Figure 1. The metal 1 layer (run 1).
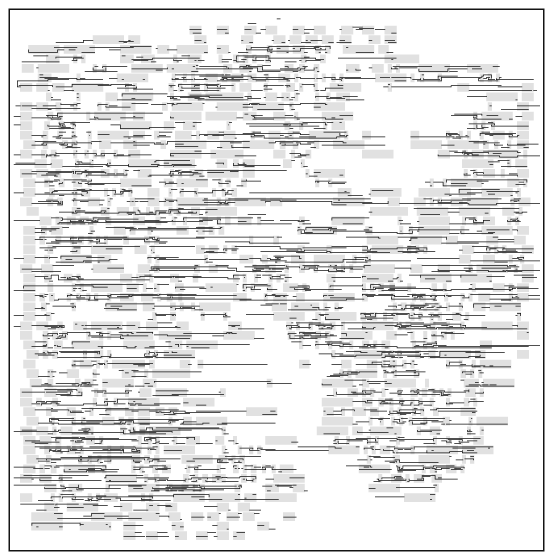
Figure 2. M2 wires (run 1).
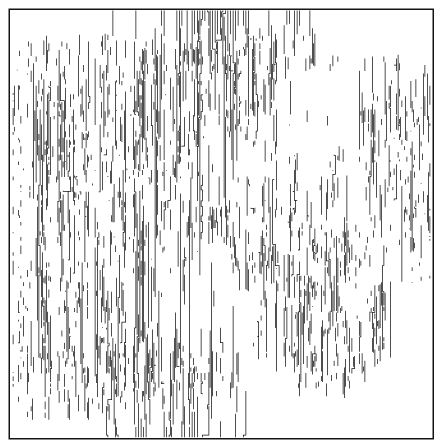
Figure 3. M4 wires (run 1).
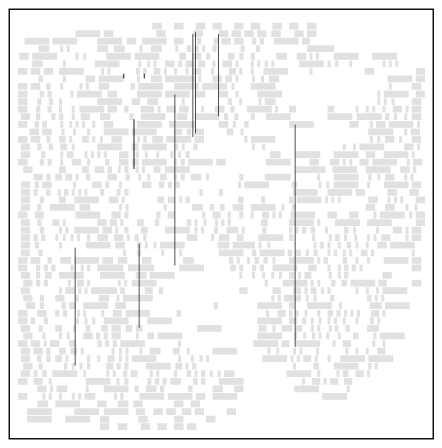
Figure 4. Cell density map (run 1).
The bar under the picture is 50 um long. 15 x 15 tiles, from dark blue (low) to red (high), 0 to 100% covered.
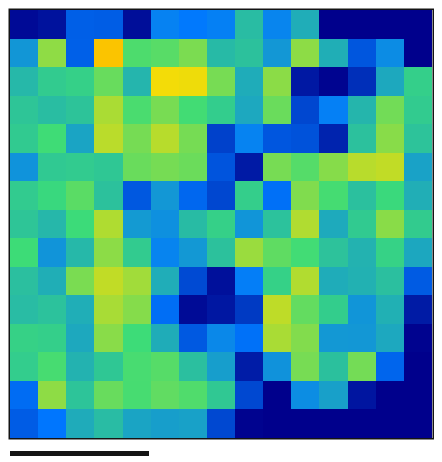
## src/rtl/spi_sched_pkg.sv

```systemverilog
// Shared types and constants for the SPI master scheduler.
// Holds the FSM state encoding and the layout of the per-requester config word.
package spi_sched_pkg;

  typedef enum logic [2:0] {
    S_IDLE,
    S_LOAD,
    S_ARM,
    S_WAIT_BUSY,
    S_WAIT_IDLE,
    S_DONE
  } state_t;

  localparam int CFG_W        = 32;
  localparam int CFG_USED_W   = 19;
  localparam int CFG_LEN_LSB  = 0;
  localparam int CFG_LEN_W    = 4;
  localparam int CFG_CS_LSB   = 4;
  localparam int CFG_CS_W     = 4;
  localparam int CFG_DIV_LSB  = 8;
  localparam int CFG_DIV_W    = 8;
  localparam int CFG_CPOL_BIT = 16;
  localparam int CFG_CPHA_BIT = 17;
  localparam int CFG_LSB_BIT  = 18;

  localparam logic [3:0] M_LENGTH_RST = 4'hF;

  typedef struct packed {
    logic                 lsb_first;
    logic                 cpha;
    logic                 cpol;
    logic [CFG_DIV_W-1:0] clk_div;
    logic [CFG_CS_W-1:0]  cs;
    logic [CFG_LEN_W-1:0] length;
  } cfg_t;

  // Only the defined low bits are passed in; the reserved field never reaches the master.
  function automatic cfg_t cfg_fields(input logic [CFG_USED_W-1:0] bits);
    cfg_t c;
    c.length    = bits[CFG_LEN_LSB +: CFG_LEN_W];
    c.cs        = bits[CFG_CS_LSB +: CFG_CS_W];
    c.clk_div   = bits[CFG_DIV_LSB +: CFG_DIV_W];
    c.cpol      = bits[CFG_CPOL_BIT];
    c.cpha      = bits[CFG_CPHA_BIT];
    c.lsb_first = bits[CFG_LSB_BIT];
    return c;
  endfunction

endpackage

```

## src/rtl/rr_arbiter.sv

```systemverilog
// Round-robin arbiter: picks the first asserted request at or above the pointer, with wrap.
// The pointer moves to one past the finished owner when advance is pulsed.
module rr_arbiter #(
  parameter int N     = 3,
  parameter int IDX_W = 2
) (
  input  logic             clk,
  input  logic             rst,
  input  logic [N-1:0]     req,
  input  logic             advance,
  input  logic [IDX_W-1:0] owner,
  output logic [N-1:0]     gnt,
  output logic [IDX_W-1:0] gnt_idx,
  output logic             gnt_valid
);

  localparam int SW = IDX_W + 1;

  logic [IDX_W-1:0] ptr;
  logic [N-1:0]     rot;
  logic [IDX_W-1:0] off;
  logic [SW-1:0]    sum;

  always_ff @(posedge clk or posedge rst) begin
    if (rst) begin
      ptr <= '0;
    end else if (advance) begin
      ptr <= (owner == IDX_W'(N - 1)) ? '0 : owner + IDX_W'(1);
    end
  end

  // Rotating the doubled vector puts the pointer position at bit 0, so the lowest hit wins.
  always_comb begin
    rot       = N'({req, req} >> ptr);
    gnt_valid = 1'b0;
    off       = '0;
    for (int k = 0; k < N; k++) begin
      if (!gnt_valid && rot[k]) begin
        gnt_valid = 1'b1;
        off       = IDX_W'(k);
      end
    end
    sum = {1'b0, ptr} + {1'b0, off};
    if (sum >= SW'(N)) begin
      sum = sum - SW'(N);
    end
    gnt_idx = sum[IDX_W-1:0];
    gnt     = '0;
    for (int i = 0; i < N; i++) begin
      gnt[i] = gnt_valid && (gnt_idx == IDX_W'(i));
    end
  end

endmodule

```

## src/rtl/spi_master_sched.sv

```systemverilog
// Shares one SPI master core between N_REQ requesters with round-robin arbitration.
// Each grant loads the owner's config, starts one transfer and returns MISO data with done/err.
module spi_master_sched
  import spi_sched_pkg::*;
#(
  parameter int N_REQ   = 3,
  parameter int DATA_W  = 16,
  parameter int CS_W    = 4,
  parameter int TIMEOUT = 65535
) (
  input  logic                    sys_clk,
  input  logic                    sys_rst,
  input  logic [N_REQ-1:0]        req,
  input  logic [N_REQ*CFG_W-1:0]  req_cfg,
  input  logic [N_REQ*DATA_W-1:0] req_tx,
  output logic [N_REQ-1:0]        grant,
  output logic [N_REQ-1:0]        done,
  output logic                    err,
  output logic [DATA_W-1:0]       rx_data,
  output logic [3:0]              m_length,
  output logic [CS_W-1:0]         m_cs,
  output logic [7:0]              m_clk_div,
  output logic                    m_cpol,
  output logic                    m_cpha,
  output logic                    m_lsb_first,
  output logic                    m_start,
  output logic [DATA_W-1:0]       m_mosi,
  input  logic                    m_writable,
  input  logic                    m_idle,
  input  logic [DATA_W-1:0]       m_miso
);

  localparam int IDX_W = (N_REQ > 1) ? $clog2(N_REQ) : 1;
  localparam int TW    = $clog2(TIMEOUT + 1);

  state_t state, state_n;

  logic [N_REQ-1:0]  arb_gnt;
  logic [IDX_W-1:0]  arb_idx;
  logic              arb_valid;
  logic [IDX_W-1:0]  owner_idx;

  logic [CFG_W-1:0]  sel_cfg;
  logic [DATA_W-1:0] sel_tx;
  logic              cfg_reserved_unused;
  cfg_t              cfg_lat;
  logic [DATA_W-1:0] tx_lat;

  logic [TW-1:0]     tmo_cnt;
  logic              tmo_hit;
  logic              counting;

  logic latch_en, load_en, start_n, finish, finish_err;

  rr_arbiter #(
    .N     (N_REQ),
    .IDX_W (IDX_W)
  ) u_arb (
    .clk       (sys_clk),
    .rst       (sys_rst),
    .req       (req),
    .advance   (state == S_DONE),
    .owner     (owner_idx),
    .gnt       (arb_gnt),
    .gnt_idx   (arb_idx),
    .gnt_valid (arb_valid)
  );

  always_comb begin
    sel_cfg = '0;
    sel_tx  = '0;
    for (int i = 0; i < N_REQ; i++) begin
      if (arb_gnt[i]) begin
        sel_cfg = req_cfg[i*CFG_W +: CFG_W];
        sel_tx  = req_tx[i*DATA_W +: DATA_W];
      end
    end
  end

  assign cfg_reserved_unused = ^sel_cfg[CFG_W-1:CFG_USED_W];

  assign counting = (state == S_ARM) || (state == S_WAIT_BUSY) || (state == S_WAIT_IDLE);
  assign tmo_hit  = (tmo_cnt == TW'(TIMEOUT - 1));

  always_ff @(posedge sys_clk or posedge sys_rst) begin
    if (sys_rst) begin
      state <= S_IDLE;
    end else begin
      state <= state_n;
    end
  end

  // A start that coincides with the last timeout cycle still wins over the abort.
  always_comb begin
    state_n    = state;
    latch_en   = 1'b0;
    load_en    = 1'b0;
    start_n    = 1'b0;
    finish     = 1'b0;
    finish_err = 1'b0;
    case (state)
      S_IDLE: begin
        if (arb_valid) begin
          latch_en = 1'b1;
          state_n  = S_LOAD;
        end
      end
      S_LOAD: begin
        load_en = 1'b1;
        state_n = S_ARM;
      end
      S_ARM: begin
        if (m_writable) begin
          start_n = 1'b1;
          state_n = S_WAIT_BUSY;
        end else if (tmo_hit) begin
          finish     = 1'b1;
          finish_err = 1'b1;
          state_n    = S_DONE;
        end
      end
      S_WAIT_BUSY: begin
        if (!m_idle) begin
          state_n = S_WAIT_IDLE;
        end else if (tmo_hit) begin
          finish     = 1'b1;
          finish_err = 1'b1;
          state_n    = S_DONE;
        end
      end
      S_WAIT_IDLE: begin
        if (m_idle) begin
          finish  = 1'b1;
          state_n = S_DONE;
        end else if (tmo_hit) begin
          finish     = 1'b1;
          finish_err = 1'b1;
          state_n    = S_DONE;
        end
      end
      S_DONE: begin
        state_n = S_IDLE;
      end
      default: begin
        state_n = S_IDLE;
      end
    endcase
  end

  always_ff @(posedge sys_clk or posedge sys_rst) begin
    if (sys_rst) begin
      tmo_cnt <= '0;
    end else if (state_n != state) begin
      tmo_cnt <= '0;
    end else if (counting) begin
      tmo_cnt <= tmo_cnt + TW'(1);
    end
  end

  // Master-facing config only changes in LOAD, so it stays stable for the whole transfer.
  always_ff @(posedge sys_clk or posedge sys_rst) begin
    if (sys_rst) begin
      grant       <= '0;
      owner_idx   <= '0;
      cfg_lat     <= '0;
      tx_lat      <= '0;
      m_length    <= M_LENGTH_RST;
      m_cs        <= '0;
      m_clk_div   <= '0;
      m_cpol      <= 1'b0;
      m_cpha      <= 1'b0;
      m_lsb_first <= 1'b0;
      m_mosi      <= '0;
      m_start     <= 1'b0;
      done        <= '0;
      err         <= 1'b0;
      rx_data     <= '0;
    end else begin
      m_start <= start_n;
      done    <= finish ? grant : '0;
      if (latch_en) begin
        grant     <= arb_gnt;
        owner_idx <= arb_idx;
        cfg_lat   <= cfg_fields(sel_cfg[CFG_USED_W-1:0]);
        tx_lat    <= sel_tx;
      end else if (state == S_DONE) begin
        grant <= '0;
      end
      if (load_en) begin
        m_length    <= cfg_lat.length;
        m_cs        <= CS_W'(cfg_lat.cs);
        m_clk_div   <= cfg_lat.clk_div;
        m_cpol      <= cfg_lat.cpol;
        m_cpha      <= cfg_lat.cpha;
        m_lsb_first <= cfg_lat.lsb_first;
        m_mosi      <= tx_lat;
      end
      if (finish) begin
        err     <= finish_err;
        rx_data <= finish_err ? '0 : m_miso;
      end
    end
  end

endmodule

```

## config.mk

```make
export PLATFORM = sky130hd
export DESIGN_NAME = spi_master_sched
export DESIGN_NICKNAME = d
export VERILOG_FILES = /design/src/rtl/spi_sched_pkg.sv /design/src/rtl/rr_arbiter.sv /design/src/rtl/spi_master_sched.sv
export SDC_FILE = /design/constraint.sdc
export NUM_CORES = 1
export LEC_CHECK = 0
export ABC_AREA = 1
export ABC_CLOCK_PERIOD_IN_PS = 3700
export CAP_MARGIN = 20
export CELL_PAD_IN_SITES_DETAIL_PLACEMENT = 1
export CELL_PAD_IN_SITES_GLOBAL_PLACEMENT = 1
export CORE_AREA = 2 2 150 152
export CTS_BUF_LIST = sky130_fd_sc_hd__clkbuf_8 sky130_fd_sc_hd__clkbuf_16
export CTS_CLUSTER_SIZE = 14
export DETAILED_ROUTE_END_ITERATION = 12
export DIE_AREA = 0 0 152 154
export GPL_TIMING_DRIVEN = 0
export PLACE_DENSITY = 0.74
export SYNTH_ARGS = -nofsm -noshare
export SYNTH_HDL_FRONTEND = slang
export SYNTH_SLANG_ARGS = --single-unit
```

## constraint.sdc

```tcl
create_clock -name sys_clk -period 3.7 [get_ports sys_clk]
set_input_delay 0.37 -clock sys_clk [delete_from_list [all_inputs] [get_ports sys_clk]]
set_output_delay 0.37 -clock sys_clk [all_outputs]
set_load 0.05 [all_outputs]
```

==> results.json, run 1 <==
{
  "finalCritPeriodShare": 0.9103,
  "critical_path_class": "in -> reg",
  "chipHeight_um": 154,
  "cts_sinks": 117,
  "cpLargestDelayFamily": "simple AND/OR/NAND/NOR gates",
  "drv_slew": 0,
  "drc": 0,
  "setup_slack_ns": 0.3318,
  "status": "finished, final reports clean",
  "ys_cells": 767,
  "io_pins": 226,
  "tightest_slew_ns": 0.6180,
  "hp-class": "in -> async",
  "mostFrequentLayoutCells": "nand2_1 (239), clkdlybuf4s50_1 (186), nand3_1 (126)",
  "yosys-stat-area_mm2": 0.006193,
  "clock_cell_area_share": 0.06770,
  "n_antenna_cell": 0,
  "cts_tree": "built",
  "drtIter0Drc": 229,
  "firstDrtPassIters": 4,
  "netlist_area_mm2": 0.006193,
  "fillers": 2612,
  "cts_max_level": 4,
  "skew_ns": 0.01173,
  "bufAreaShareNonClock": 0.2322,
  "sh_comb_area": 0.3094,
  "placementRows": 54,
  "inverters": 72,
  "clock.fmax_mhz": 296.9,
  "slowest_delay_ns": 0.56,
  "synth.distinct_cells": 33,
  "die-area_mm2": 0.02341,
  "regArea_mm2": 0.002934,
  "n_clock_buffer": 18,
  "synth_seq_share": 0.4735,
  "drive_gt1_frac": 0.1273,
  "crit_arrival_ns": 3.72,
  "cts_buffers": 17,
  "clockRootBuffer": "clkbuf_16"
}
## Picture notes: Figure 1
share of all routed wire = 44%
nets with wire on the layer = 976
met1 Usage GRT: 0.2159
Via Count: 5882
WL final: 20330 um

## Picture notes: Figure 2
share of all routed wire = 47%
wire length on this layer = 9470 um
met2 Usage GRT: 0.2967

## Picture notes: Figure 3
wire length on this layer = 335 um
main direction = vertical
nets with wire on the layer = 8

## Picture notes: Figure 4
tiles over 75% full = 0.40%
nearly empty tiles = 8.0%
fullest tile = 78%
FP Core Util: 0.2856
core area: 0.02169 mm^2
post-layout util: 0.4201

## run 1: cells by family after synthesis
group,after synthesis,synth area share
AND/OR/NAND/NOR,467,0.3416
flip-flops,117,0.4735
buffers and inverters,110,0.07374
adder cells (fa/ha/maj),5,0.01131
multiplexers,35,0.06364
AND-OR/OR-AND,21,0.01919
XOR/XNOR,12,0.01697
## run 1: final timing paths
kind,start,end,slack (ns),depth (start not counted)
worst max-delay path,req[2],tx_lat[2],0.33,20
worst min-delay path,sys_rst,rx_data[1],0.28,2
worst max register to register,u_arb.ptr[0],tx_lat[2],0.34,20
worst min register to register,rx_data[5],rx_data[5],0.47,2
max in group asynchronous,sys_rst,m_length[1],2.65,3
min in group sys_clk,rx_data[5],rx_data[5],0.47,2
## run 1: report_power, final
part / switching, mW / internal [mW]
combinational: 4.38 / 2.39
clock: 0.642 / 1.08
sequential: 0.291 / 1.85
total: 5.32 / 5.32
## run 1: synth_stat cells
library cell | count | area (um^2)
nand3_1 | 126 | 630.6
inv_2 | 7 | 26.28
ha_1 | 4 | 50.05
nor2_2 | 1 | 6.260
nor2_1 | 47 | 176.4
inv_1 | 64 | 240.2
clkbuf_1 | 10 | 37.54
nand2_2 | 4 | 25.02
o21ai_1 | 1 | 5.000
nor3_1 | 3 | 15.01
fa_1 | 1 | 20.02
mux2_2 | 35 | 394.1
nor2_4 | 2 | 22.52
buf_1 | 2 | 7.510
o21ai_0 | 10 | 50.05
nand4_1 | 7 | 43.79
a31o_2 | 1 | 8.760
nand2_1 | 239 | 897.1
buf_6 | 1 | 11.26
a21oi_1 | 4 | 20.02
xnor2_1 | 5 | 43.79
o31ai_1 | 1 | 7.510
nand2_4 | 1 | 11.26
dfstp_2 | 4 | 105.1
o21bai_1 | 2 | 15.01
buf_2 | 23 | 115.1
nand3b_1 | 36 | 270.3
dfrtp_1 | 113 | 2828
o22ai_1 | 2 | 12.51
buf_4 | 2 | 15.01
clkinv_1 | 1 | 3.750
nand3_4 | 1 | 17.52
xor2_1 | 7 | 61.31
## run 1: repair_timing
action / CTS / global route
buffers inserted: 3 / 1
endpoints found under the setup margin: 1 / 37
pin swaps: 1 / 2
gates resized: 0 / 13
## run 1: routing by layer
layer	GRT usage	vias to the layer above	share of wire
met4	0.05474	2	0.016
met3	0.06595	24	0.080
met2	0.2967	168	0.47
li1	-	2881	-
met1	0.2159	2807	0.44
met5	0	-	0.00034
## run 1: flip-flops by register name (all words and copies together) (netlist names), 2 cells and up
register	count
u_arb.ptr	2
tx_lat	16
m_clk_div	8
m_mosi	16
owner_idx	2
rx_data	16
grant	3
state	3
m_cs	4
m_length	4
done	3
tmo_cnt	16
cfg_lat	19
## run 1: per-stage QoR
step / util / setup TNS [ns] / std cells
after CTS: 0.4185 / 0 / 1269
final: 0.4201 / 0 / 1270
after global routing: 0.4201 / -0.003118 / 1270
after global placement: 0.3876 / -201.61 / 1233
after detailed placement: 0.3891 / -10.16 / 1234
after floorplan: - / 0 / 767
Figure 5. Routing congestion map (run 1).
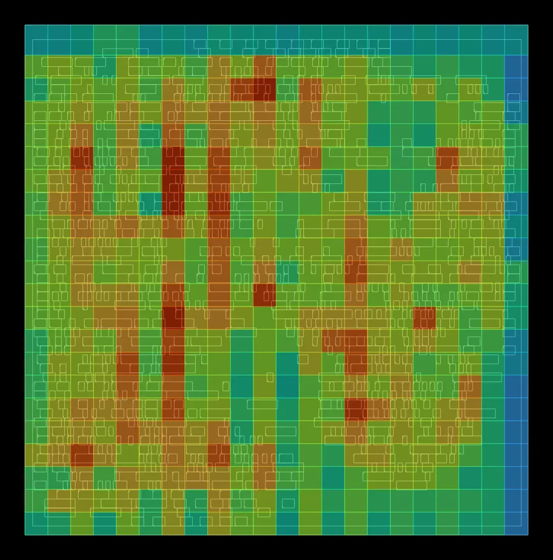

==> run 1 -> run 2 <==
--- a/config.mk
+++ b/config.mk
@@ -16,7 +16,7 @@
 export DETAILED_ROUTE_END_ITERATION = 12
 export DIE_AREA = 0 0 152 154
 export GPL_TIMING_DRIVEN = 0
-export PLACE_DENSITY = 0.74
+export PLACE_DENSITY_LB_ADDON = 0.1
 export SYNTH_ARGS = -nofsm -noshare
 export SYNTH_HDL_FRONTEND = slang
 export SYNTH_SLANG_ARGS = --single-unit
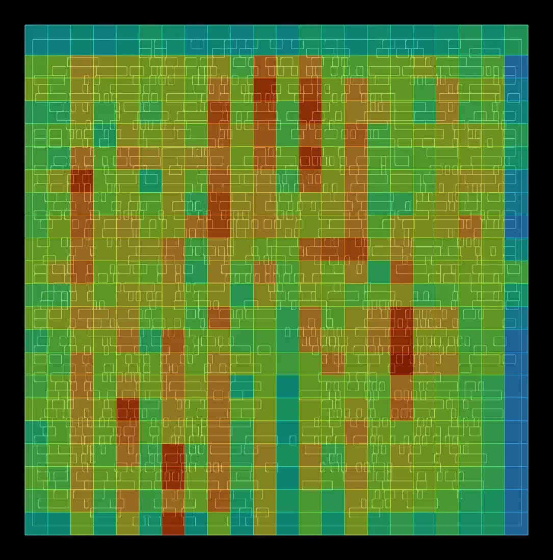
Figure 6: run 2, routing congestion map.
total track usage: 0.1753
met2 Usage GRT: 0.2874
Wirelength per Cell: 15.67 um
met3 Use GR: 0.06511
post-layout util: 0.4184

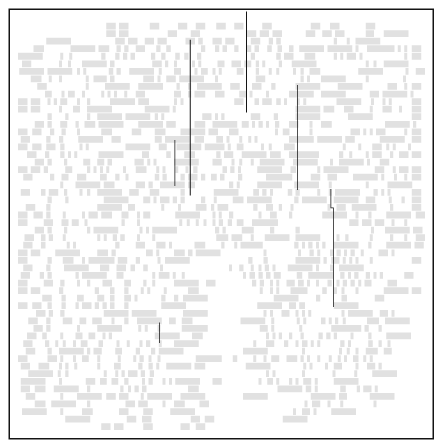
Figure 7: run 2, M4 wires.
share of all routed wire = 0.98%
main direction = vertical
nets with wire on the layer = 3
Via Count: 5767
WL final: 19870 um

==> run 2 against run 1 <==
  * Die area stayed put
  * Non-clock buffer count is 3 lower
  * Routed wire length is 2.3% lower
  * Count of clock-buffer cells in the layout stayed put
  * Area after synthesis stayed put
  * Core utilization is 0.17 points lower
  * Via count is 2.0% lower
==> results.json, run 2 <==
{
  "edf_count": 0,
  "clock.fmax_mhz": 298.3,
  "drv_slew": 0,
  "finalCritPeriodShare": 0.9061,
  "synth.distinct_cells": 33,
  "cts_tree": "built",
  "status": "finished, final reports clean",
  "synth-main-ff-cell": "dfrtp_1",
  "placementRows": 54,
  "ys_top_cells_by_count": "nand2_1 (239), nand3_1 (126), dfrtp_1 (113), inv_1 (64), nor2_1 (47)",
  "fp-utilization": 0.2856,
  "crit_arrival_ns": 3.70,
  "ys_cells": 767,
  "drtIter0Drc": 168,
  "die-area_mm2": 0.02341,
  "coreArea_mm2": 0.02169,
  "netlist_area_mm2": 0.006193,
  "drc": 0,
  "top_cells_by_area": "dfrtp_1 (46%), nand2_1 (14%), nand3_1 (10%)",
  "cts_sinks": 117,
  "critical_path_class": "reg -> reg",
  "synthArstFlopShare": 1.000,
  "placed_cells": 1234,
  "top_register": "cfg_lat",
  "skew_ns": 0.01236,
  "synth_top_area_share": 0.4566,
  "clockRootBuffer": "clkbuf_16",
  "synth_top_cell_by_count": "nand2_1",
  "largest_reg_flops": 19,
  "fin_tns_setup_ns": 0,
  "synth_seq_share": 0.4735,
  "cts_max_level": 4,
  "mostFrequentLayoutCells": "nand2_1 (239), clkdlybuf4s50_1 (186), nand3_1 (126)"
}
[run 2: netlist changes by cell type in the layout (fill, tap and decap cells not counted), sizes merged]
cell / before / now
clkinvlp: 4 / 6
clkinv: 6 / 3
bufinv: 3 / 2
clkbuf: 31 / 33
buf: 30 / 25
diode: 0 / 1
inv: 73 / 75
[run 2: cell families (layout without fill, tap and decap cells)]
| group | count (synthesis) | in the layout | synth area share |
|---|---|---|---|
| flops | 117 | 117 | 0.4735 |
| xor+xnor | 12 | 12 | 0.01697 |
| other cells | 0 | 1 | 0 |
| mux | 35 | 35 | 0.06364 |
| fa+ha+maj | 5 | 5 | 0.01131 |
| compound gates | 21 | 21 | 0.01919 |
| buf+inv | 110 | 330 | 0.07374 |
| simple gates | 467 | 467 | 0.3416 |
[run 2: worst paths after layout]
check                             startpoint  depth (start not counted)     endpoint  slack (ns)
min in group sys_clk             rx_data[12]                          2  rx_data[12]        0.47
worst max-delay path            u_arb.ptr[0]                         20   tx_lat[10]        0.35
worst min-delay path                 sys_rst                          2   rx_data[4]        0.35
max in group asynchronous            sys_rst                          3  m_length[1]        2.58
worst min register to register   rx_data[12]                          2  rx_data[12]        0.47
worst max register to register  u_arb.ptr[0]                         20   tx_lat[10]        0.35
[run 2: metrics by stage]
step	setup WS (ns)	cell area (um^2)	hold WS [ns]	util
floorplan	0.2359	6193	0.4434	-
global placement	-1.846	8406	0.4526	0.3876
detailed placement	-0.2550	8438	0.4580	0.3891
CTS	0.1181	9027	0.3592	0.4162
global route	0.008423	9071	0.3745	0.4183
finish	0.3474	9074	0.3460	0.4184
[run 2: layer usage]
metal	share of wire	vias up	routed length, um	global-route usage
met1	0.46	2710	9152	0.2211
met5	0	-	0	0
met4	0.0098	0	195	0.03961
li1	-	2888	-	-
met3	0.067	15	1331	0.06511
met2	0.46	154	9189	0.2874
[run 2: power breakdown]
| part | switching [mW] | leakage (nW) | internal, mW |
|---|---|---|---|
| Combinational | 4.28 | 2.59 | 2.38 |
| Clock | 0.638 | 0.272 | 1.01 |
| Sequential | 0.288 | 1.48 | 1.85 |
| Total | 5.21 | 4.34 | 5.24 |
[run 2: worst max-delay path: stages, from the launching register on]
cell and delay (ns):
dfrtp_2 0.45, inv_2 0.08, nand2_1 0.07, nand3_1 0.07, nand2_1 0.09, a21oi_1 0.15
ha_1 0.16, inv_1 0.05, fa_2 0.56, inv_1 0.07, ha_1 0.20, nor2_4 0.15
nand3_1 0.08, o21ai_1 0.17, inv_1 0.13, nor2_4 0.23, clkbuf_4 0.28, nand3_1 0.09
nand3_1 0.11, nand2_1 0.06, nand2_1 0.06
[run 2: layout make-up]
class | count | area, um^2
Buffer | 38 | 201.4
Inverter | 72 | 275.3
Clock buffer | 18 | 439.2
Tap cell | 280 | 350.3
Multi-Input combinational cell | 540 | 2811
Timing Repair Buffer | 188 | 1909
Fill cell | 2587 | 12610
Antenna cell | 1 | 2.502
Sequential cell | 117 | 2934
Clock inverter | 14 | 150.1
[run 2: timing repair]
item | 4_1_cts | 5_1_grt
hold buffers | 0 | 0
setup buffers | 0 | 1
hold endpoints to repair | 0 | 0
setup endpoints to repair | 0 | 32
resized | 0 | 12
==> run 2 -> run 3 <==
--- a/config.mk
+++ b/config.mk
@@ -11,7 +11,6 @@
 export CELL_PAD_IN_SITES_DETAIL_PLACEMENT = 1
 export CELL_PAD_IN_SITES_GLOBAL_PLACEMENT = 1
 export CORE_AREA = 2 2 150 152
-export CTS_BUF_LIST = sky130_fd_sc_hd__clkbuf_8 sky130_fd_sc_hd__clkbuf_16
 export CTS_CLUSTER_SIZE = 14
 export DETAILED_ROUTE_END_ITERATION = 12
 export DIE_AREA = 0 0 152 154
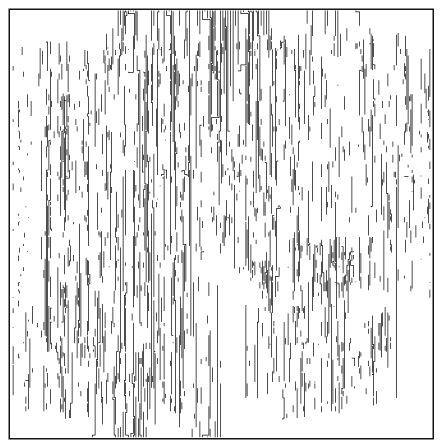
Figure 8: run 3, M2 wires.
share of all routed wire = 46%
longest straight run = 75.8 um
nets with wire on the layer = 895

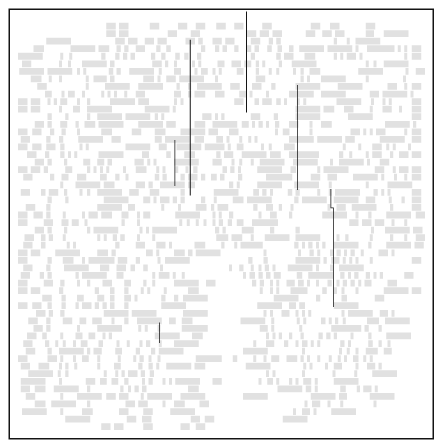
Figure 9: run 3, M4 wires.
wire length on this layer = 196 um
nets with wire on the layer = 3

==> run 3 against run 2 <==
  * Sequential power hardly changed
  * First-iteration DRC count unchanged
  * Routed wire length unchanged
  * Non-clock buffer count did not move
  * Critical path type unchanged
  * Largest power group unchanged
==> results.json, run 3 <==
{
  "chipHeight_um": 154,
  "drv_slew": 0,
  "die-area_mm2": 0.02341,
  "synth_top_area_share": 0.4566,
  "r2r_slack_ns": 0.35,
  "cts_max_level": 4,
  "synth-main-ff-cell": "dfrtp_1",
  "status": "finished, final reports clean",
  "coreArea_mm2": 0.02169,
  "drive_gt1_frac": 0.1226,
  "synthArstFlopShare": 1.000,
  "path_buffers": 5,
  "routedWlPerCell_um": 15.67,
  "fp-utilization": 0.2856,
  "firstDrtPassIters": 6,
  "synth_top_cell_by_count": "nand2_1",
  "wirelength_um": 19870,
  "synth_seq_share": 0.4735,
  "largest_reg_flops": 19,
  "placed_cells": 1234,
  "slowest_stage": "fa_2",
  "edf_count": 0,
  "skew_ns": 0.01236,
  "holdBufCountCts": 0,
  "tightest_slew_ns": 0.6183,
  "ys_top_cells_by_count": "nand2_1 (239), nand3_1 (126), dfrtp_1 (113), inv_1 (64), nor2_1 (47)",
  "ys_cells": 767,
  "netlist_area_mm2": 0.006193,
  "drtIter0Drc": 168,
  "finalCritPeriodShare": 0.9061
}
run 3: cell counts after synthesis:
Identical to the previous run, type by type.
run 3: kinds of logic (layout without fill, tap and decap cells):
| group | count (synthesis) | in the layout | share of synthesized area |
|---|---|---|---|
| DFF | 117 | 117 | 0.4735 |
| AOI/OAI and AO/OA | 21 | 21 | 0.01919 |
| and+or+nand+nor | 467 | 467 | 0.3416 |
| other | 0 | 1 | 0 |
| muxes | 35 | 35 | 0.06364 |
| adders and majority gates | 5 | 5 | 0.01131 |
| xor gates and xnor gates | 12 | 12 | 0.01697 |
| buffers and inverters | 110 | 330 | 0.07374 |
run 3: per-layer routing:
metal | share of wire | vias up | global-route usage
li1 | - | 2888 | -
met1 | 0.46 | 2710 | 0.2211
met2 | 0.46 | 154 | 0.2874
met3 | 0.067 | 15 | 0.06511
met4 | 0.0098 | 0 | 0.03961
met5 | 0 | - | 0
run 3: layout make-up:
cell class                 instances  area, um^2
timing repair buffer             188        1909
clock inverter                    14       150.1
multi-input combinational        540        2811
clock buffer                      18       439.2
antenna                            1       2.502
fill                            2587       12610
sequential                       117        2934
inverter                          72       275.3
tap                              280       350.3
buffer                            38       201.4
run 3: worst max-delay path by stage:
stage                      start  cells after the start  slack (ns)            to
floorplan                sys_rst                      1        0.24    cfg_lat[0]
global placement         sys_rst                      2       -1.85  m_clk_div[2]
detailed placement        req[2]                     19       -0.25    cfg_lat[6]
CTS                 u_arb.ptr[0]                     19        0.12     tx_lat[2]
global route        u_arb.ptr[0]                     22       0.008     tx_lat[6]
finish              u_arb.ptr[0]                     20        0.35    tx_lat[10]
run 3: report_power, final:
group	switching [mW]	leakage, nW	internal, mW	total, mW
Combinational	4.28	2.59	2.38	6.66
Clock	0.638	0.272	1.01	1.65
Sequential	0.288	1.48	1.85	2.14
run 3: repair_timing:
| action | CTS | global route |
|---|---|---|
| endpoints found under the setup margin | 0 | 32 |
| gates resized | 0 | 12 |
| setup buffers | 0 | 1 |
run 3: per-stage QoR:
stage,util,setup slack (ns)
finish,0.4184,0.3474
global route,0.4183,0.008423
CTS,0.4162,0.1181
detailed placement,0.3891,-0.2550
global placement,0.3876,-1.846
floorplan,-,0.2359
No activity file was given, so power comes from the tool's default toggle rates.
